**config.mk**
```make
export PLATFORM = sky130hd
export DESIGN_NAME = fu_scoreboard
export DESIGN_NICKNAME = d
export VERILOG_FILES = /design/src/rtl/fu_scoreboard_pkg.sv /design/src/rtl/fu_scoreboard_wb_arbiter.sv /design/src/rtl/fu_scoreboard.sv
export SDC_FILE = /design/constraint.sdc
export NUM_CORES = 1
export LEC_CHECK = 0
export CAP_MARGIN = 10
export CELL_PAD_IN_SITES_DETAIL_PLACEMENT = 1
export CELL_PAD_IN_SITES_GLOBAL_PLACEMENT = 1
export CORE_ASPECT_RATIO = 0.9
export CORE_UTILIZATION = 35
export CTS_CLUSTER_SIZE = 24
export DETAILED_ROUTE_END_ITERATION = 10
export GPL_ROUTABILITY_DRIVEN = 0
export PLACE_DENSITY = 0.81
export REMOVE_ABC_BUFFERS = 1
export SETUP_SLACK_MARGIN = 0.2
export SLEW_MARGIN = 40
export SYNTH_ARGS = -nofsm -noshare
export SYNTH_HDL_FRONTEND = slang
export SYNTH_SLANG_ARGS = --single-unit
```
**constraint.sdc**
```tcl
create_clock -name clk -period 5.2 [get_ports clk]
set_input_delay 1.04 -clock clk [delete_from_list [all_inputs] [get_ports clk]]
set_output_delay 1.04 -clock clk [all_outputs]
set_load 0.01 [all_outputs]
```
**src/rtl/fu_scoreboard_pkg.sv**
```systemverilog
// scb_pkg: unit indices and per-unit scoreboard entry shared by the scoreboard files.
package scb_pkg;
    localparam int FU_ALU = 0;
    localparam int FU_MEM = 1;
    localparam int FU_MUL = 2;
    localparam int FU_DIV = 3;
    localparam int FU_JUMP = 4;
    localparam int SCB_REG_AW = 5;
    typedef struct packed {
        logic                  busy;
        logic [SCB_REG_AW-1:0] rd;
        logic                  rd_we;
    } scb_entry_t;
endpackage

```
**src/rtl/fu_scoreboard_wb_arbiter.sv**
```systemverilog
// scb_wb_arbiter: one-of-NUM_FU writeback grant; round-robin when SCB_RR_ARB_EN
// is defined, otherwise fixed priority with the lowest index winning.
module scb_wb_arbiter #(
    parameter int NUM_FU = 5,
    parameter int FU_W   = $clog2(NUM_FU)
) (
`ifdef SCB_RR_ARB_EN
    input  logic              clk,
    input  logic              rst,
`endif
    input  logic [NUM_FU-1:0] req,
    output logic [NUM_FU-1:0] gnt,
    output logic [FU_W-1:0]   idx
);
    logic [FU_W-1:0] j;
`ifdef SCB_RR_ARB_EN
    logic [FU_W-1:0] ptr_q, ptr_d;
    // Descending scan so the entry closest after the pointer is written last.
    always_comb begin
        idx = '0;
        j = '0;
        for (int k = NUM_FU; k >= 1; k--) begin
            j = FU_W'((int'(ptr_q) + k) % NUM_FU);
            if (req[j]) idx = j;
        end
        ptr_d = |req ? idx : ptr_q;
    end
    always_ff @(posedge clk or negedge rst) begin
        if (!rst) ptr_q <= '0;
        else      ptr_q <= ptr_d;
    end
`else
    always_comb begin
        idx = '0;
        j = '0;
        for (int i = NUM_FU - 1; i >= 0; i--) begin
            j = FU_W'(i);
            if (req[j]) idx = j;
        end
    end
`endif
    assign gnt = |req ? NUM_FU'(1) << idx : '0;
endmodule

```
**src/rtl/fu_scoreboard.sv**
```systemverilog
// fu_scoreboard: issue/writeback scoreboard for NUM_FU concurrently busy units.
// Define SCB_RR_ARB_EN for round-robin writeback arbitration.
module fu_scoreboard
    import scb_pkg::*;
#(
    parameter int NUM_FU  = 5,
    parameter int FU_W    = $clog2(NUM_FU),
    parameter int REG_NUM = 32,
    parameter int REG_AW  = SCB_REG_AW
) (
    input  logic               clk,
    input  logic               rst,
    input  logic               issue_valid,
    input  logic [FU_W-1:0]    issue_fu,
    input  logic [REG_AW-1:0]  issue_rd,
    input  logic               issue_rd_we,
    input  logic [REG_AW-1:0]  issue_rs1,
    input  logic               issue_rs1_use,
    input  logic [REG_AW-1:0]  issue_rs2,
    input  logic               issue_rs2_use,
    output logic               issue_ready,
    output logic [NUM_FU-1:0]  fu_en,
    input  logic [NUM_FU-1:0]  fu_done,
    output logic [NUM_FU-1:0]  fu_ack,
    output logic               wb_we,
    output logic [REG_AW-1:0]  wb_rd,
    output logic [FU_W-1:0]    wb_sel,
    output logic [NUM_FU-1:0]  fu_busy,
    output logic [REG_NUM-1:0] reg_pending
);
    scb_entry_t         ent_q [NUM_FU];
    scb_entry_t         ent_d [NUM_FU];
    logic [REG_NUM-1:0] pend_q, pend_d;
    logic [NUM_FU-1:0]  busy, req, gnt;
    logic [FU_W-1:0]    gidx;
    logic               legal, fire, any, new_we;

    for (genvar i = 0; i < NUM_FU; i++) begin : g_busy
        assign busy[i] = ent_q[i].busy;
    end

    assign legal = {1'b0, issue_fu} < (FU_W+1)'(NUM_FU);
    assign issue_ready = legal && !busy[issue_fu]
                      && !(issue_rs1_use && pend_q[issue_rs1])
                      && !(issue_rs2_use && pend_q[issue_rs2])
                      && !(issue_rd_we && pend_q[issue_rd]);
    assign fire   = issue_valid && issue_ready && rst;
    assign new_we = issue_rd_we && issue_rd != '0;
    assign fu_en  = fire ? NUM_FU'(1) << issue_fu : '0;
    assign req    = fu_done & busy;
    assign any    = |req;

    scb_wb_arbiter #(.NUM_FU(NUM_FU), .FU_W(FU_W)) u_arb (
`ifdef SCB_RR_ARB_EN
        .clk(clk),
        .rst(rst),
`endif
        .req(req),
        .gnt(gnt),
        .idx(gidx)
    );

    assign fu_ack      = gnt;
    assign wb_sel      = gidx;
    assign wb_rd       = any ? ent_q[gidx].rd : '0;
    assign wb_we       = any && ent_q[gidx].rd_we;
    assign fu_busy     = busy;
    assign reg_pending = pend_q;

    // Grant and fire never hit the same unit: a granted unit is busy and so cannot issue.
    always_comb begin
        ent_d = ent_q;
        pend_d = pend_q;
        if (any) begin
            ent_d[gidx].busy = 1'b0;
            if (ent_q[gidx].rd_we) pend_d[ent_q[gidx].rd] = 1'b0;
        end
        if (fire) begin
            ent_d[issue_fu] = '{busy: 1'b1, rd: issue_rd, rd_we: new_we};
            if (new_we) pend_d[issue_rd] = 1'b1;
        end
        pend_d[0] = 1'b0;
    end

    always_ff @(posedge clk or negedge rst) begin
        if (!rst) begin
            for (int i = 0; i < NUM_FU; i++) ent_q[i] <= '0;
            pend_q <= '0;
        end else begin
            ent_q <= ent_d;
            pend_q <= pend_d;
        end
    end
endmodule

```
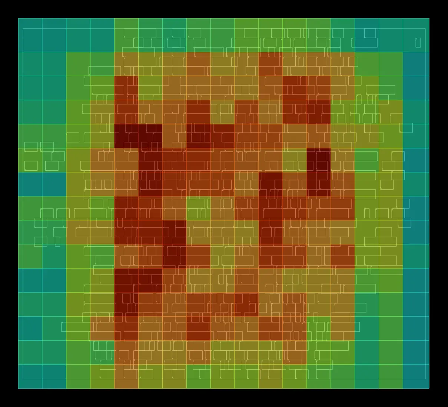
Fig. 1. Congestion heat map.
fraction of met3 tracks used by global routing: 7.14%
utilization after layout: 49.6%

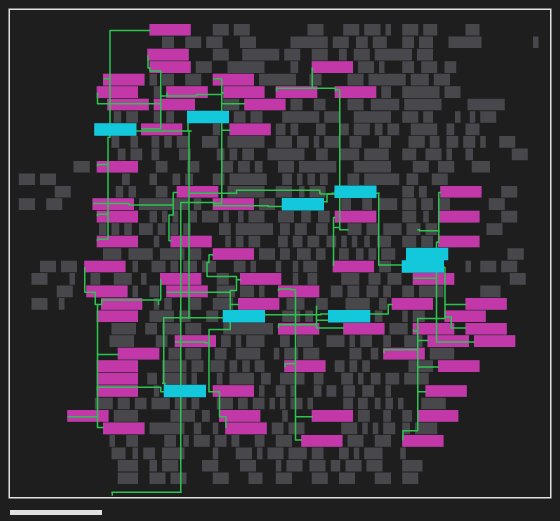
Fig. 2. Clock wires, drivers and flops.
Scale bar: 20 microns.
Key: flip-flops = magenta [count 66]; clock wires = green [length 951 microns]; clock drivers = cyan [count 9]
There are 10 routed clock nets. Position of the flops: spread over the die.
proportion of power drawn by the clock network: 31.4%
largest clock skew in the final design: 5.72 ps
source-to-sink clock delay at the later pin of the worst-skew pair: 340 ps

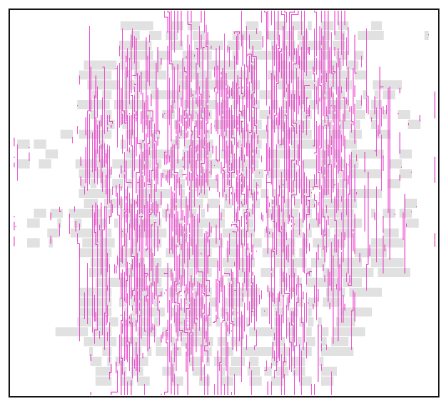
Fig. 3. M2 wires.
The layer holds 47% of the routed length. The wires run mostly vertical.
met2 Resource Use GR: 43.6%
Total Wirelength: 16500 microns
total vias in the final route: 4115

==> impl.org <==
#+TITLE: Implementation results

** STA
- The final timing report lists a max-slew violation count of 0.
- For this run, the final setup violation count is recorded as 0.
- Relative max-transition margin :: 43.6%
- The transition time recorded at the tightest slew-check pin is 842 ps.
- The final critical path takes up between 90 and 100% of the cycle.

** Synthesis
- The synthesis report names the predominant flop master as sky130_fd_sc_hd__dfrtp_1.
- Simple-gate portion of the synthesized area :: 11.8%
- The cell area that synthesis handed to floorplanning was about 0.0042 sq mm.
- Total of warnings raised by yosys :: 0
- Per the synthesis report, the number of distinct cell types is 57.
- Cell types occupying the most area after synthesis :: sky130_fd_sc_hd__dfrtp_1 (39%), sky130_fd_sc_hd__mux4_2 (9.6%), sky130_fd_sc_hd__mux2_4 (6.4%)
- According to the Yosys statistics, the synthesized design has a chip area of 0.00423 sq mm.
- Summing the sequential cell areas from Yosys gives 39.0% of the chip area.
- For reference, XOR and XNOR gates occupy 0% of the area reported after synthesis.
- For reference, full adder, half adder and majority cells occupy 0% of the area reported after synthesis.
- Most used standard cells in the synthesized netlist :: sky130_fd_sc_hd__dfrtp_1 (66), sky130_fd_sc_hd__o21ai_0 (40), sky130_fd_sc_hd__o31ai_1 (25), sky130_fd_sc_hd__nand2_1 (22), sky130_fd_sc_hd__nor2_1 (20)
- Yosys cell count :: 400
- Per the synthesis report, the AND-OR/OR-AND share of the synthesized area is around a fifth.

** Power
- Max VDD drop :: 0.199 mV
- Of the total power, registers draw 32.3%.
- Leakage power total :: 2.52 nW
- Summed over all nets, the switching power comes to 0.764 mW.
- Combinational logic is responsible for 36.3% of the overall power.
- Fraction of power spent switching nets :: 35.8%

** GRT
- Number of global-route vias before repair :: 4380
- Total global routing overflow :: 0
- Overall Global Routing Usage :: between 20% and 30%
- Entering global routing, the biggest net connects 69 pins.
- Routing layer with the top usage in global route :: met2
- Global routing consumed, on the met1 layer, 35.0% of the routing resources.

** Cells and area
- For the completed layout, the total cell area is recorded as 0.00577 sq mm.
- Share of cell area taken by flip-flops and latches :: 28.6%
- Registers take 0.00165 sq mm.
- Cell group occupying the most layout area :: combinational gates
- Multi-input logic portion of the cell area :: 42.1%
- Layout clock area frac :: 5.68%
- Number of multi-input combinational cells :: 289
- Sequential cells placed in the final layout were counted as between 60 and 70.
- The layout has 11 clock buffers.
- Non-clock buffer total of the final layout :: 118
- The area growth from synthesis to layout is 36.3%.
- 0 antenna diodes ended up in the layout.

** Worst setup path
- Critical R2R Capture :: reg_pending[3]
- The OpenROAD report gives the critical path a data arrival time of 3810 ps.
- For reference, the most critical setup path is categorized as in2out.
- CP Data Required Time :: 4160 ps
- STA classifies the critical path startpoint as an input port.
- The worst register-to-register path begins at reg_pending[23].
- Among all stages on the critical path, the maximum delay recorded is 520 ps.
- Critical path depth :: 9

** Job
- Total number of warnings across the stage logs :: 26
- Across the run, the number of max-cap violations was 0.

** Floorplanning
- Per the OpenROAD floorplan log, the area of the die is 0.0125 sq mm.
- Effective utilization at floorplan :: a little over a third
- According to the floorplan log, the row count is 37.
- I/O pin cnt :: 86
- Die height :: approximately 110 microns
- According to the floorplan report, the placeable core area is 0.0116 sq mm.
- Well-Tap Cells :: 156

** Worst hold path
- Hold path start :: ent_q[22]
- Worst min-delay path category :: reg2reg
- Instance count along the most critical hold path :: 1
- Hold analysis lists the worst path endpoint as ent_q[22].

** Route
- Summed over all nets, wire length on met2 after detailed routing comes to 7750 microns.
- The detailed router put a total of about 6900 microns of wire on met1.
- In the routed design, unresolved DRC markers number 0.
- Signal routing reaches up to met4.
- Tally of nets with antenna violations remaining after routing :: 0

** CTS
- Clock transition at path regs :: approximately 60 ps
- TritonCTS built the clock tree.
- Max H-tree Level :: 3

** Run status
- The run finished with clean final reports.

** Placement
- The buffer_ports step reported a buffer count of 84.
- Summing all placed instances gives a cell area of ~0.0054 sq mm.
-- repair_timing --
action | 4_1_cts | 5_1_grt
pin swaps | 3 | 2
setup endpoints to repair | 6 | 4
resized | 12 | 7
buffers inserted | 1 | 0
-- cell usage in the layout, fill, tap and decap left out, types with 3 or more instances in the layout --
master,count
sky130_fd_sc_hd__inv_1,15
sky130_fd_sc_hd__mux2i_1,15
sky130_fd_sc_hd__o31ai_1,24
sky130_fd_sc_hd__clkdlybuf4s50_1,73
sky130_fd_sc_hd__buf_4,30
sky130_fd_sc_hd__nand2_1,22
sky130_fd_sc_hd__mux2_2,16
sky130_fd_sc_hd__o21ai_0,40
sky130_fd_sc_hd__a21oi_1,6
sky130_fd_sc_hd__nor2_1,20
sky130_fd_sc_hd__clkbuf_16,9
sky130_fd_sc_hd__or3_1,6
sky130_fd_sc_hd__o41ai_1,7
sky130_fd_sc_hd__nand3_1,12
sky130_fd_sc_hd__buf_2,3
sky130_fd_sc_hd__and3_1,4
sky130_fd_sc_hd__mux2_4,18
sky130_fd_sc_hd__a22oi_1,4
sky130_fd_sc_hd__o211ai_1,10
sky130_fd_sc_hd__mux4_2,18
sky130_fd_sc_hd__dlygate4sd2_1,6
sky130_fd_sc_hd__dfrtp_1,66
sky130_fd_sc_hd__dlymetal6s2s_1,4
sky130_fd_sc_hd__o22ai_1,5
sky130_fd_sc_hd__nand2b_1,10
sky130_fd_sc_hd__a21o_1,5
sky130_fd_sc_hd__a31oi_1,5
-- power groups by stage --
stage / Combinational, mW / Clock [mW] / Sequential, mW
after detailed placement: 0.734 / 0 / 0.690
after floorplan: 0.379 / 0 / 0.673
final: 0.775 / 0.671 / 0.690
after CTS: 0.753 / 0.680 / 0.685
after global routing: 0.820 / 0.699 / 0.699
after global placement: 0.704 / 0 / 0.686
Power is estimated from default activity; no workload was simulated.
